File: config.mk
export PLATFORM = sky130hd
export DESIGN_NAME = priority_encoder_4_to_2_flat
export DESIGN_NICKNAME = d
export VERILOG_FILES = /design/src/rtl/priority_encoder_4_to_2_pkg.sv /design/src/rtl/priority_encoder_4_to_2_if.sv /design/src/rtl/priority_encoder_4_to_2_enc_pick.sv /design/src/rtl/priority_encoder_4_to_2.sv /design/src/flat_wrapper.sv
export SDC_FILE = /design/constraint.sdc
export NUM_CORES = 1
export LEC_CHECK = 0
export CAP_MARGIN = 0
export CORE_AREA = 2 2 39 41
export DETAILED_ROUTE_END_ITERATION = 7
export DIE_AREA = 0 0 41 43
export GPL_TIMING_DRIVEN = 0
export HOLD_SLACK_MARGIN = 0.08
export PLACE_DENSITY = 0.59
export SLEW_MARGIN = 20
export SYNTH_ARGS = -nofsm -noshare
export SYNTH_HDL_FRONTEND = slang
export SYNTH_SLANG_ARGS = --single-unit
File: constraint.sdc
create_clock -name clk -period 1.7 [get_ports clk]
set_clock_uncertainty 0.05 [all_clocks]
set_input_delay 0.425 -clock clk [delete_from_list [all_inputs] [get_ports clk]]
set_output_delay 0.425 -clock clk [all_outputs]
set_load 0.005 [all_outputs]
File: src/rtl/priority_encoder_4_to_2_pkg.sv
// Shared types and constants for the registered priority encoder.
// Optional build feature: PRIORITY_ENCODER_ROUND_ROBIN_EN (round-robin selection).
package encoder_pkg;

   // Default number of request lines (power of two, at least 2).
   localparam int N_DEF = 4;

   // Code width for n request lines; derived from n, never set by hand.
   function automatic int code_w(input int n);
      return (n <= 1) ? 1 : $clog2(n);
   endfunction

   // Output slot state: IDLE = slot empty, HOLD = code_out holds a granted index.
   typedef enum logic {
      IDLE = 1'b0,
      HOLD = 1'b1
   } enc_state_t;

endpackage

File: src/rtl/priority_encoder_4_to_2_if.sv
// Request/grant bus of the priority encoder.
// Handshake: valid_out/code_out are presented by the encoder; a code is
// consumed on a rising clk edge where valid_out=1 and ready_in=1. While
// valid_out=1 and ready_in=0 the encoder keeps valid_out and code_out
// unchanged. ready_in is ignored while valid_out=0.
// dbg_state exposes the output-slot FSM state for checkers.
interface priority_encoder_4_to_2_if #(
   parameter int N = encoder_pkg::N_DEF
);
   localparam int W = encoder_pkg::code_w(N);

   logic [N-1:0]            req_in;
   logic                    ready_in;
   logic                    valid_out;
   logic [W-1:0]            code_out;
   logic [N-1:0]            pending_out;
   logic                    overflow;
   encoder_pkg::enc_state_t dbg_state;

   // Encoder side
   modport slave (
      input  req_in, ready_in,
      output valid_out, code_out, pending_out, overflow, dbg_state
   );

   // Request source / consumer side
   modport master (
      output req_in, ready_in,
      input  valid_out, code_out, pending_out, overflow, dbg_state
   );
endinterface

File: src/rtl/priority_encoder_4_to_2_enc_pick.sv
// Combinational find-first over N request bits, starting the search at
// i_start and wrapping modulo N. Returns the first set index, its one-hot
// mask and a found flag.
module enc_pick
   import encoder_pkg::*;
#(
   parameter int N = N_DEF,
   parameter int W = code_w(N)
) (
   input  logic [N-1:0] i_req,
   input  logic [W-1:0] i_start,
   output logic         o_found,
   output logic [W-1:0] o_index,
   output logic [N-1:0] o_onehot
);

   logic [W-1:0] w_idx;

   // Scan from the farthest offset back to i_start so the nearest hit wins.
   always_comb begin
      o_found  = 1'b0;
      o_index  = '0;
      o_onehot = '0;
      w_idx    = '0;
      for (int k = N - 1; k >= 0; k--) begin
         // N is a power of two, so W-bit wrap-around is the modulo.
         w_idx = i_start + k[W-1:0];
         if (i_req[w_idx]) begin
            o_found = 1'b1;
            o_index = w_idx;
         end
      end
      if (o_found) begin
         o_onehot[o_index] = 1'b1;
      end
   end

endmodule

File: src/rtl/priority_encoder_4_to_2.sv
// Registered N-to-log2(N) priority encoder with per-line request buffering.
// Requests are latched into a pending vector; one pending line at a time is
// moved into the output register and presented over valid/ready.
// Build option PRIORITY_ENCODER_ROUND_ROBIN_EN: round-robin selection starting
// after the last granted line; otherwise fixed priority, lowest index first.
module priority_encoder_4_to_2
   import encoder_pkg::*;
#(
   parameter int N = N_DEF
) (
   input  logic                      clk,
   input  logic                      rst_n,
   priority_encoder_4_to_2_if.slave  bus
);

   localparam int W = code_w(N);

   enc_state_t   r_state;
   logic [W-1:0] r_code;
   logic [N-1:0] r_pending;
   logic         r_overflow;

   logic [W-1:0] w_start;
   logic         w_found;
   logic [W-1:0] w_index;
   logic [N-1:0] w_onehot;
   logic         w_slot_free;
   logic         w_load;
   logic [N-1:0] w_load_mask;

`ifdef PRIORITY_ENCODER_ROUND_ROBIN_EN
   logic [W-1:0] r_last;

   // Remember the last granted line; resetting to N-1 makes the first search start at 0.
   always_ff @(posedge clk or negedge rst_n) begin
      if (!rst_n) begin
         r_last <= W'(N - 1);
      end else if (w_load) begin
         r_last <= w_index;
      end
   end

   assign w_start = r_last + 1'b1;
`else
   assign w_start = '0;
`endif

   // Selection looks only at registered pending bits, never at this cycle's req_in.
   enc_pick #(
      .N (N),
      .W (W)
   ) u_pick (
      .i_req    (r_pending),
      .i_start  (w_start),
      .o_found  (w_found),
      .o_index  (w_index),
      .o_onehot (w_onehot)
   );

   assign w_slot_free = (r_state == IDLE) || bus.ready_in;
   assign w_load      = w_slot_free && w_found;
   assign w_load_mask = w_load ? w_onehot : '0;

   // Output-slot FSM, pending buffer and overflow flag; new requests win over load clears.
   always_ff @(posedge clk or negedge rst_n) begin
      if (!rst_n) begin
         r_state    <= IDLE;
         r_code     <= '0;
         r_pending  <= '0;
         r_overflow <= 1'b0;
      end else begin
         r_pending  <= (r_pending & ~w_load_mask) | bus.req_in;
         r_overflow <= |(bus.req_in & r_pending & ~w_load_mask);
         if (w_slot_free) begin
            if (w_found) begin
               r_state <= HOLD;
               r_code  <= w_index;
            end else begin
               r_state <= IDLE;
               r_code  <= '0;
            end
         end
      end
   end

   assign bus.valid_out   = (r_state == HOLD);
   assign bus.code_out    = r_code;
   assign bus.pending_out = r_pending;
   assign bus.overflow    = r_overflow;
   assign bus.dbg_state   = r_state;

endmodule

File: src/flat_wrapper.sv
// flat-port wrapper written by rule: the top's interface ports become plain ports
module priority_encoder_4_to_2_flat import encoder_pkg::*;
#(
   parameter int N = N_DEF
)
  (clk, rst_n, bus_req_in, bus_ready_in, bus_valid_out, bus_code_out, bus_pending_out, bus_overflow, bus_dbg_state);
  priority_encoder_4_to_2_if #(.N(N)) bus_i ();
  input  logic clk;
  input  logic rst_n;
  input wire logic [$bits(bus_i.req_in)-1:0] bus_req_in;
  input wire logic [$bits(bus_i.ready_in)-1:0] bus_ready_in;
  output wire logic [$bits(bus_i.valid_out)-1:0] bus_valid_out;
  output wire logic [$bits(bus_i.code_out)-1:0] bus_code_out;
  output wire logic [$bits(bus_i.pending_out)-1:0] bus_pending_out;
  output wire logic [$bits(bus_i.overflow)-1:0] bus_overflow;
  output wire logic [$bits(bus_i.dbg_state)-1:0] bus_dbg_state;
  assign bus_i.req_in = bus_req_in;
  assign bus_i.ready_in = bus_ready_in;
  assign bus_valid_out = bus_i.valid_out;
  assign bus_code_out = bus_i.code_out;
  assign bus_pending_out = bus_i.pending_out;
  assign bus_overflow = bus_i.overflow;
  assign bus_dbg_state = bus_i.dbg_state;
  priority_encoder_4_to_2 #(.N(N)) u_core (.clk(clk), .rst_n(rst_n), .bus(bus_i));
endmodule
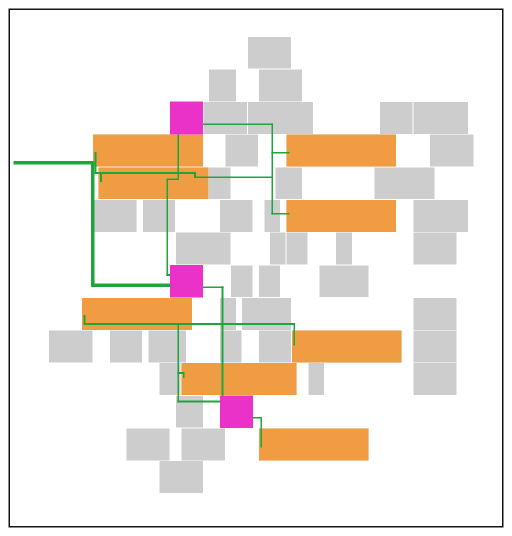
Run 1: clock distribution
(12 px per um)
Key: flip-flops = orange [count 8]; clock wires = green [length 122 um]; clock-net drivers = magenta [count 3]
There are 4 routed clock nets.

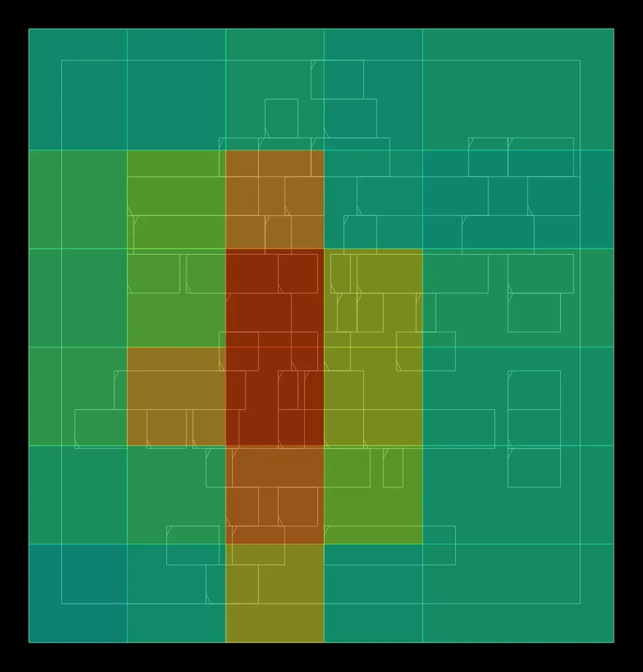
Run 1: congestion heat map
most utilized layer in the global route result: met2
core occupancy in the finished layout: 42.2%

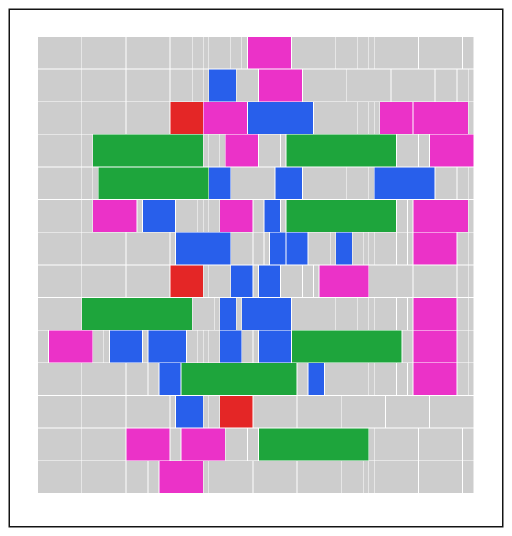
Run 1: placement by cell class
(12 px per um) Fill, decap, tap and diode cells in grey.
Key: clock-net drivers = red [cells 3, share of their area 4.0%]; remaining logic cells = blue [cells 22, share of their area 27%]; registers = green [cells 8, share of their area 36%]; remaining buffers and delay cells = magenta [cells 19, share of their area 33%]
sequential share of cell area: 34.5%
post-route cell area: 584 um^2
count of standard-cell rows: 14
core region area: 1380 um^2

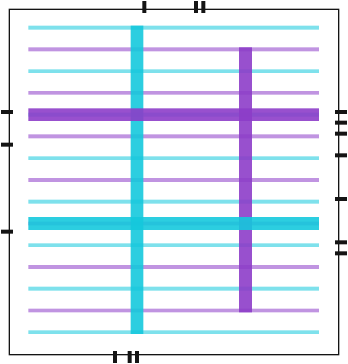
Run 1: power grid
(8 px per um) Pins as bars on the die edge.
Key: VSS = cyan; VDD = purple
16 signal pins sit on the boundary. 15 met1 rails follow the rows. 2 straps on met5.

==> summary.txt, run 1 <==
Observations from the implementation run.

Worst setup path:
- The OpenROAD report gives the critical path a required time of 1.22 ns.
- The run gives the cell count of the worst reg-to-reg path as 5.
- The worst setup path is of the reg -> out kind.
- The run gives the maximum fanout count along the critical path as 5.
- The run gives the worst reg2reg path startpoint as u_core.bus.dbg_state.
- The run puts the slack of the worst reg-to-reg path at 0.21 ns.
- The run gives the number of stages on the worst setup path as 1.
- Per the post-run analysis, buffers plus inverters along the critical path come to 1.
- The worst setup path is launched from a register.
- STA lists the endpoint of the worst register-to-register path as u_core.bus.overflow.
- Among all stages on the critical path, the largest delay is contributed by sky130_fd_sc_hd__clkdlybuf4s50_1.
- The run gives the critical path's largest stage delay as around 0.52 ns.
- For reference, the critical path is captured by bus_pending_out[2].

Routing:
- The run gives the uppermost metal layer occupied by signal nets as met4.
- The routed design shows a via density per instance of roughly 4.8.
- The run gives the met3 wire length as about 43 um.
- The run gives the violation count after the first detailed-route iteration as 2.
- The run puts the final wirelength at 808 um.

Layout:
- In the final design database the tool counted just over 60 nets.
- The run puts the multi-input logic portion of the cell area at 25.3%.
- By instance count after routing, the leading logic cell types are sky130_fd_sc_hd__clkdlybuf4s50_1, sky130_fd_sc_hd__dfrtp_1.
- Per the cell usage report, the commonest logic cell in the layout is sky130_fd_sc_hd__clkdlybuf4s50_1.
- The run puts the multi-input gate count at 21.
- The run gives the portion of the layout cell area used by non-clock buffers as between 30% and 40%.
- Of the cells placed in the final design, the portion with a size suffix greater than 1 is 23.1%.
- Leaving out the clock tree, the finished layout contains a buffer count of 19.
- Leaving out buffers and inverters, the combinational logic in the layout accounts for between 100 and 150 um^2.
- The run gives the sequential cell area as just over 200 um^2.
- The run puts the clock-cell share of area at ~3.9%.
- The number of antenna diodes in the final layout is 0.

CTS:
- The run puts the count of H-tree levels built during CTS at 1.
- The run gives the number of clock sinks as 8.
- The run puts the buffer count from post-CTS setup fixing at 1.
- TritonCTS built the clock tree.
- In this run, CTS created clock tree buffers numbering 3.
- Looking at the clock tree report, the root buffer type is sky130_fd_sc_hd__clkbuf_4.
- Per the post-CTS timing run, clock transition at the registers of the reported paths is ~0.06 ns.
- The run gives the total of cells resized after clock tree synthesis as 0.
- The run puts the insertion delay to the later sink of the worst-skew pair at 0.25 ns.

Global routing:
- The run puts the global-route wire length before repair at 1210 um.
- Global routing used between 10% and 20% of the available tracks across all layers.
- On met1, the global router reports a usage of between 10% and 20%.
- The run gives the largest net degree at the start of global routing as 9.

Pwr:
- The run gives the overall power as roughly 0.00042 W.
- Looking at the power breakdown, the clock network takes between 30% and 40% of the total.
- The switching component of the power was reported as a little under 0.0001 W.
- The run gives the combinational gate power as 0.0000659 W.
- Summed over all cells, the static leakage comes to roughly 0.25 nW.
- The run puts the part of the total power dissipated in sequential elements at 49.2%.
- Per the power-grid run, VDD falls by no more than 0.000307 V.
- The run puts the relative contribution of combinational cells to total power at between 15 and 20%.
- The run gives the power density over the cells as between 700 and 800 nW/um^2.

STA:
- The run gives the worst hold margin as 0.404 ns.
- The run gives the pin slew with the least headroom to its limit as approximately 0.37 ns.
- The run gives the headroom to the max-slew limit as around three quarters.
- The run puts the hold violation count in the final report at 0.
- The final critical path takes up between 90 and 100% of the cycle.
- The run puts the least setup slack across all paths after layout at about 0.043 ns.
- The run gives the sum of negative setup slack as 0 ns.
- Setup repair after global routing left no endpoint under its margin.
- The run puts the count of final setup violators at 0.
- The run puts the count of pins over their slew limit at 0.

Yosys:
- The run gives the number of standard cells reported by yosys as 32.
- The main area contributors are sky130_fd_sc_hd__dfrtp_1, sky130_fd_sc_hd__nand2b_1, sky130_fd_sc_hd__o21ai_0, sky130_fd_sc_hd__a21o_1, sky130_fd_sc_hd__nor2b_4.
- Post-synth the commonest register cell is sky130_fd_sc_hd__dfrtp_1.
- The run puts the sequential cell area fraction in the yosys report at 55.0%.
- The run gives the unique cell type count in the Yosys netlist as 17.
- The synthesized design spends more area on one cell type than any other, namely sky130_fd_sc_hd__dfrtp_1.
- The average instance in the mapped netlist occupies roughly 11 um^2.
- The run gives the mapped cell area as around 360 um^2.
- The run gives the post-synthesis async set-or-reset flop share as 100%.
- The run puts the number of synthesized flops with an enable pin at 0.
- The run puts the number of warnings issued by yosys at 0.

Floorplanning:
- The flow inserted 16 tap cells.
- The floorplan step records an initial core utilization of about a quarter.
- The run gives the x dimension of the die as 41 um.
- The chip occupies 1760 um^2.

Placed design:
- The run puts the routability congestion estimate from global placement at approximately 0.73.
- The run gives the final HPWL from detailed placement as 535 um.
- The run puts the cell count after placement at between 60 and 70.

Status:
- The run finished with clean final reports.

Run:
- The run puts the number of warnings in the stage logs at 26.
- The run puts the max-cap check violation count at 0.
==> run 1: sequential cells by signal, summed over array words and instances (netlist names) <==
name / cells
u_core.bus.code_out: 2
u_core.bus.overflow: 1
u_core.bus.pending_out: 4
u_core.bus.dbg_state: 1
==> run 1: worst reg2reg max path, stage by stage, from the launching register on <==
cell and delay (ns):
sky130_fd_sc_hd__dfrtp_1 0.38, sky130_fd_sc_hd__nor2b_4 0.13, sky130_fd_sc_hd__buf_6 0.12, sky130_fd_sc_hd__or3_4 0.36, sky130_fd_sc_hd__a22oi_2 0.17, sky130_fd_sc_hd__o2111ai_2 0.13
==> run 1: cells by family after synthesis <==
group,share of synthesized area (%)
AND-OR/OR-AND,19.9
buffers and inverters,6.19
flip-flops,55.0
AND/OR/NAND/NOR,18.9
Run 1, where the registers sit:
(12 px per um)
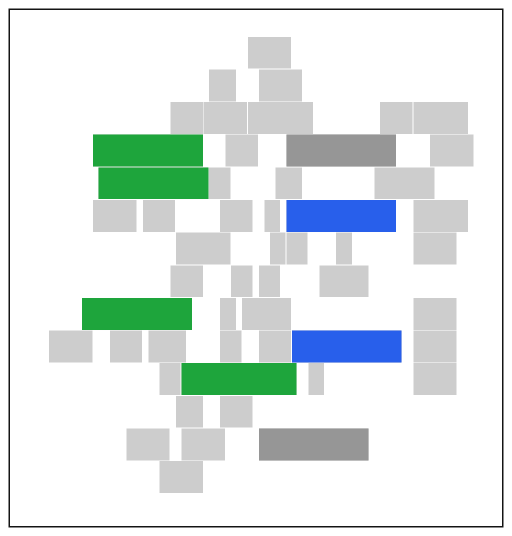

==> run 2, diff against run 1 <==
--- a/config.mk
+++ b/config.mk
@@ -10,4 +10,5 @@
 export DETAILED_ROUTE_END_ITERATION = 7
 export DIE_AREA = 0 0 41 43
+export GPL_ROUTABILITY_DRIVEN = 0
 export GPL_TIMING_DRIVEN = 0
 export HOLD_SLACK_MARGIN = 0.08
==> constraint.sdc (replaced) <==
create_clock -name clk -period 1.7 [get_ports clk]
set_clock_uncertainty 0.05 [all_clocks]
set_input_delay 0.17 -clock clk [delete_from_list [all_inputs] [get_ports clk]]
set_output_delay 0.17 -clock clk [all_outputs]
set_load 0.005 [all_outputs]
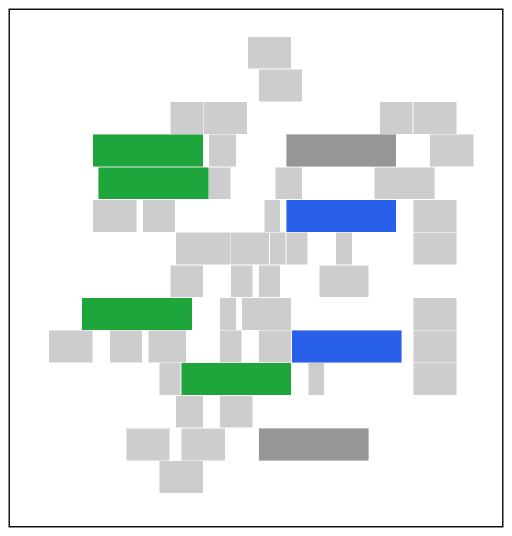
Run 2: where the registers sit
(12 px per um)
Key: `u_core.bus.code_out` = blue [sequential cells 2]; `u_core.bus.pending_out` = green [sequential cells 4]
sequential share of cell area: 36.0%
power drawn by the sequential cells: 0.000206 W
area taken by flip-flops and latches: 200 um^2

==> run 2 against run 1 <==
  * Sequential power hardly changed
  * Hold slack got worse by 0.26 ns
  * Via count fell by 5.5%
  * Clock power about the same
  * Critical endpoint is now u_core.bus.overflow
  * Setup slack improved by 0.22 ns
  * First-iteration DRC count decreased by 50%
==> summary.txt, run 2 <==
Observations from the implementation run.

Layout:
- The repair_antennas step left the layout with diodes totalling 0.
- The final layout contains ~59 nets.
- The run gives the clock-cell share of area as between 4 and 5%.
- The layout summary lists the proportion of cells stronger than drive strength 1 as roughly 16%.
- Per the layout area report, the combinational fraction of cell area is 25.4%.
- The run gives the non-clock buffer total of the final layout as 17.
- Ranking logic cells in the layout by count gives the top entries sky130_fd_sc_hd__clkdlybuf4s50_1, sky130_fd_sc_hd__dfrtp_1.
- The run puts the number of cells in the finished layout apart from fillers at around 66.
- Looking at the area split, the leading class of cells is flip-flops and latches.
- The run puts the portion of the layout cell area used by non-clock buffers at 30.3%.
- The run gives the multi-input gate count as 21.
- By instance count after routing, the leading logic cell type is sky130_fd_sc_hd__clkdlybuf4s50_1.
- The run gives the flip-flop count of the largest register, all copies and words added as 4.
- The run gives the combinational gate area as 141 um^2.

Run:
- The run puts the max-cap check violation count at 0.
- The run puts the number of warnings in the stage logs at 26.

Floorplanning:
- The run puts the site row count at 14.
- After floorplanning, the die was sized to cover roughly 1800 um^2.
- The run puts the floorplan core density at around a quarter.
- The floorplan step defined a core boundary enclosing 1380 um^2.
- The run puts the x dimension of the die at ~40 um.
- The floorplan report lists the tap cell count as 16.

Worst setup path:
- Looking at the reg2reg group, the worst path starts from u_core.bus.dbg_state.
- The run gives the reg-to-reg critical path endpoint as u_core.bus.overflow.
- The critical path is of the reg -> reg type.
- Per the timing report, the biggest fanout along the worst path comes to 8.
- The run gives the critical path's largest stage delay as 0.38 ns.
- The worst register-to-register path depth is 5.
- In this run the number of cells on the critical path is 5.
- The timing report notes that buffer and inverter cells on the critical path total 1.
- On the critical path, the stage with the largest delay is an instance of sky130_fd_sc_hd__dfrtp_1.
- The run gives the critical path startpoint category as a register.
- The run gives the capture point of the critical path as u_core.bus.overflow.
- At the worst endpoint, the required time is about 1.8 ns.
- In this run the register-to-register setup slack is about 0.26 ns.

CTS:
- TritonCTS built the clock tree.
- The run gives the clock-pin transition on the worst setup and hold timing paths as 0.06 ns.
- CTS placed an instance of sky130_fd_sc_hd__clkbuf_4 at the clock tree root.
- The run puts the total of cells resized after clock tree synthesis at 0.
- The run puts the TritonCTS buffer count at 3.
- The run puts the count of H-tree levels built during CTS at 1.
- The run gives the buffer count from post-CTS setup fixing as 0.
- The run gives the insertion delay to the later sink of the worst-skew pair as around 0.25 ns.
- The clock net in this run drives a total of 8 sinks.

Pwr:
- The run gives the main power-consuming group as registers.
- In this run, flip-flops and latches consume about 50% of the power.
- The run puts the peak ir drop on the vdd network at slightly below 0.0003 V.
- The run puts the power density over the cells at about 740 nW/um^2.
- The run puts the net switching power figure at just over 0.00009 W.
- The run puts the combinational gate power at 0.0000600 W.
- The run puts the part of the total power dissipated in the clock network at a little over a third.
- The run gives the leakage dissipation as 0.232 nW.

Status:
- The flow ran to the end, and the final reports show no timing, DRC or antenna violations.

Global routing:
- The run gives the global-route wire length before repair as 1170 um.
- The run gives the number of antenna violations at the first check in global routing as 0.
- The run puts the largest net degree at the start of global routing at 9.

Yosys:
- The run gives the simple-gate share of the synthesized area as 18.9%.
- The biggest area contributor in the post-synthesis netlist is sky130_fd_sc_hd__dfrtp_1.
- By area the synthesized netlist is led by sky130_fd_sc_hd__dfrtp_1, sky130_fd_sc_hd__nand2b_1, sky130_fd_sc_hd__o21ai_0, sky130_fd_sc_hd__a21o_1, sky130_fd_sc_hd__nor2b_4.
- The run gives the xor/xnor share of the synthesized area as 0%.
- The run gives the area fraction in full adders, half adders and majority gates as 0%.
- The run gives the mapped cell area as between 300 and 400 um^2.
- The run gives the post-synthesis async set-or-reset flop share as 100%.
- Looking at the cell usage after synthesis, the top flip-flop cell is sky130_fd_sc_hd__dfrtp_1.
- The run puts the sequential cell area fraction in the yosys report at a little over half.
- For reference, compound AND-OR and OR-AND cells occupy between 10% and 20% of the area reported after synthesis.
- In the Yosys report the total cell count is 32.
- The run gives the number of synthesized flops with an enable pin as 0.
- Averaged over all synthesized cells, the footprint is 11.4 um^2.
- The run puts the portion of netlist area occupied by mux cells at 0%.
- The synthesis report lists the Yosys warning total as 0.
- The run gives the unique cell type count in the Yosys netlist as 17.
- The run gives the largest family of logic cells by area as AND-OR/OR-AND gates.

STA:
- The run puts the sum of negative setup slack at 0 ns.
- Per the slew report, the remaining headroom to the max-slew limit stands at between 70% and 80%.
- The run gives the hold violation count in the final report as 0.
- The run gives the pin slew with the least headroom to its limit as ~0.37 ns.
- The final critical path takes up between 80% and 90% of the cycle.
- The run gives the count of pins over their slew limit as 0.
- Setup repair after global routing left no endpoint under its margin.
- For this run, the final setup violation count is recorded as 0.

Placed design:
- The number of placed instances, taps included, is around 63.
- Once detailed placement completed, the half-perimeter wirelength came to between 500 and 600 um.

Routing:
- Detailed-route iteration 0 reported a violation count of 1.
- The run puts the post-detailed-route count of antenna-violating nets at 0.
- Using the TritonRoute via totals, the vias-per-cell ratio works out to between 4 and 5.
- The run gives the final wirelength as approximately 690 um.
## run 2: per-layer routing
layer	track usage [%]	wire length, um	vias up
met2	14.1	334	12
li1	-	-	152
met4	10.0	10	0
met3	3.14	45	2
met5	0	0	-
met1	12.6	304	141
## run 2: metrics by stage
step / hold WS (ns) / setup slack (ns) / power, W / util [%] / cell area [um^2]
5_1_grt: 0.173 / 0.169 / 0.000435 / 40.2 / 557
6_report: 0.146 / 0.261 / 0.000411 / 40.2 / 557
2_1_floorplan: -0.176 / 0.323 / 0.000230 / - / 364
3_3_place_gp: 0.413 / 0.0385 / 0.000270 / 38.6 / 534
3_5_place_dp: 0.421 / 0.0259 / 0.000270 / 38.6 / 534
4_1_cts: 0.152 / 0.242 / 0.000417 / 40.2 / 557
Run 2, placement by cell class:
(12 px per um) Fill, decap, tap and diode cells in grey.
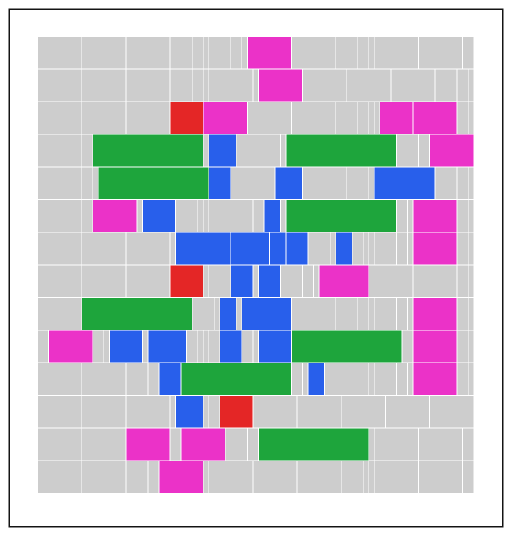

==> run 3, diff against run 2 <==
Clock period 1.7 ns to 1.5 ns, I/O delays scaled along.
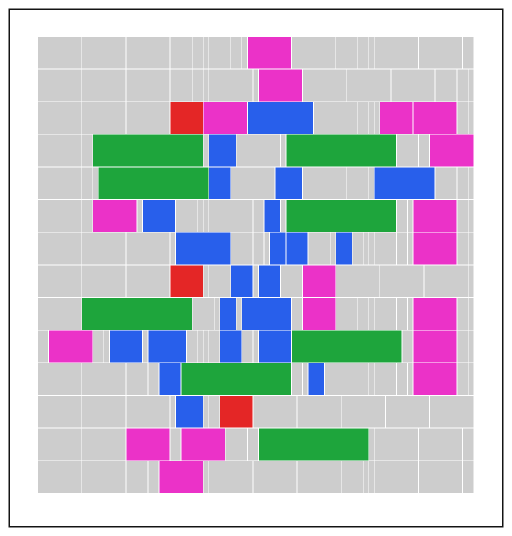
Run 3: placement by cell class
(12 px per um) Fill, decap, tap and diode cells in grey.
Key: clock-net drivers = red [cells 3, share of their area 4.1%]; remaining buffers and delay cells = magenta [cells 18, share of their area 32%]; registers = green [cells 8, share of their area 37%]; remaining logic cells = blue [cells 22, share of their area 28%]
core occupancy in the finished layout: 41.0%
post-route cell area: 567 um^2
sequential share of cell area: 35.3%

==> run 3 against run 2 <==
  * Hold slack worse by 0.018 ns
  * Synthesized area did not move
  * First-iteration DRC count unchanged
  * Largest cell class unchanged
  * Total power increased by 15%
  * Critical path type unchanged
  * Register-to-register slack worse by 0.24 ns
  * Final area grew 1.8%
  * Fmax shrank 2.8%
==> summary.txt, run 3 <==
Observations from the implementation run.

Status:
- The flow ran to the end, and the final reports show no timing, DRC or antenna violations.

Yosys:
- The run gives the number of warnings issued by yosys as 0.
- Of all cell types, the one taking the most synthesized area is sky130_fd_sc_hd__dfrtp_1.
- The main area contributors are sky130_fd_sc_hd__dfrtp_1, sky130_fd_sc_hd__nand2b_1, sky130_fd_sc_hd__o21ai_0, sky130_fd_sc_hd__a21o_1, sky130_fd_sc_hd__nor2b_4.
- The run puts the sequential cell area fraction in the yosys report at ~55%.

Routing:
- The run puts the final wirelength at 789 um.
- The run puts the met3 wire length at 41 um.
- Summed over all nets, wire length on met2 after detailed routing comes to ~400 um.
- The run gives the violation count after the first detailed-route iteration as 1.
- The script logs the ratio of routed vias to standard cells as around 4.6.

Layout:
- The run puts the final antenna diode count at 0.
- The register with the most flip-flops in the layout has 4 of them.
- The post-route netlist has 19.6% of its cells at a drive strength greater than 1.
- The run gives the most frequently placed logic cell in the final layout as sky130_fd_sc_hd__clkdlybuf4s50_1.
- The final report lists a non-filler cell total of roughly 67.
- Per the cell usage report, the commonest logic cells after layout are sky130_fd_sc_hd__clkdlybuf4s50_1, sky130_fd_sc_hd__dfrtp_1.

Floorplanning:
- For reference, the placement row count at floorplan is 14.
- In this run the full chip footprint comes out at between 1500 and 2000 um^2.

Worst setup path:
- Along the critical path, the tally of buffer and inverter instances is 0.
- Data on the critical path is required at its endpoint by approximately 1.6 ns.
- The run puts the cell count of the worst reg-to-reg path at 4.
- The endpoint identified for the worst register-to-register timing path is u_core.bus.overflow.
- The run gives the critical path's largest stage delay as approximately 0.42 ns.
- The run gives the critical path startpoint category as a register.

STA:
- Hold is met by around 0.13 ns.
- The run gives the headroom to the max-slew limit as ~76%.
- The run puts the least setup slack across all paths after layout at roughly 0.019 ns.
- The run puts the hold violation count in the final report at 0.
- The run gives the sum of negative setup slack as 0 ns.

Placed design:
- The run puts the cell count after placement at approximately 63.
- The run gives the post-placement worst setup slack as -0.154 ns.
- The run puts the final HPWL from detailed placement at 535 um.

CTS:
- At the later pin of the worst-skew pair, clock insertion delay measures roughly 0.25 ns.
- The run gives the total of cells resized after clock tree synthesis as 0.
- The run gives the count of H-tree levels built during CTS as 1.
- The run gives the clock tree from TritonCTS as built.
- The run gives the root buffer selected by CTS as sky130_fd_sc_hd__clkbuf_4.

Run:
- Max-cap violations in this run came to 0.

Pwr:
- The run gives the sequential power as around 0.00023 W.
- The leakage component of the power was reported as about 0.24 nW.
- The run puts the combinational gate power at 0.0000723 W.
- The run puts the overall power at between 0.0004 and 0.0005 W.
- The run gives the part of the total power dissipated in sequential elements as between 40% and 50%.

Global routing:
- The run gives the met2 global-route usage as between 10% and 20%.
- Looking at the global route congestion table, the highest-usage layer is met2.
- The global routing report lists combined usage of all routing layers as between 10% and 20%.
- Entering global routing, the biggest net connects 9 pins.
- The run puts the met1 capacity usage during global routing at 12.6%.
-- run 3: cell types whose count changed in the layout (fill, tap and decap cells not counted), sizes merged --
cell / before / now
buf: 2 / 3
-- run 3: cell families after synthesis --
group	after synthesis	share of synthesized area, %
buffers and inverters	3	6.19
AND-OR/OR-AND	10	19.9
AND/OR/NAND/NOR	11	18.9
flip-flops	8	55.0
-- run 3: layout make-up --
cell class | count | area, um^2 | area share (%)
Timing Repair Buffer | 17 | 165 | 29.1
Clock buffer | 3 | 22.5 | 3.97
Sequential cell | 8 | 200 | 35.3
Inverter | 1 | 3.75 | 0.662
Tap cell | 16 | 20.0 | 3.53
Buffer | 1 | 7.51 | 1.32
Multi-Input combinational cell | 21 | 148 | 26.0
Power figures rest on the tool's default switching activity, not on a simulated workload.
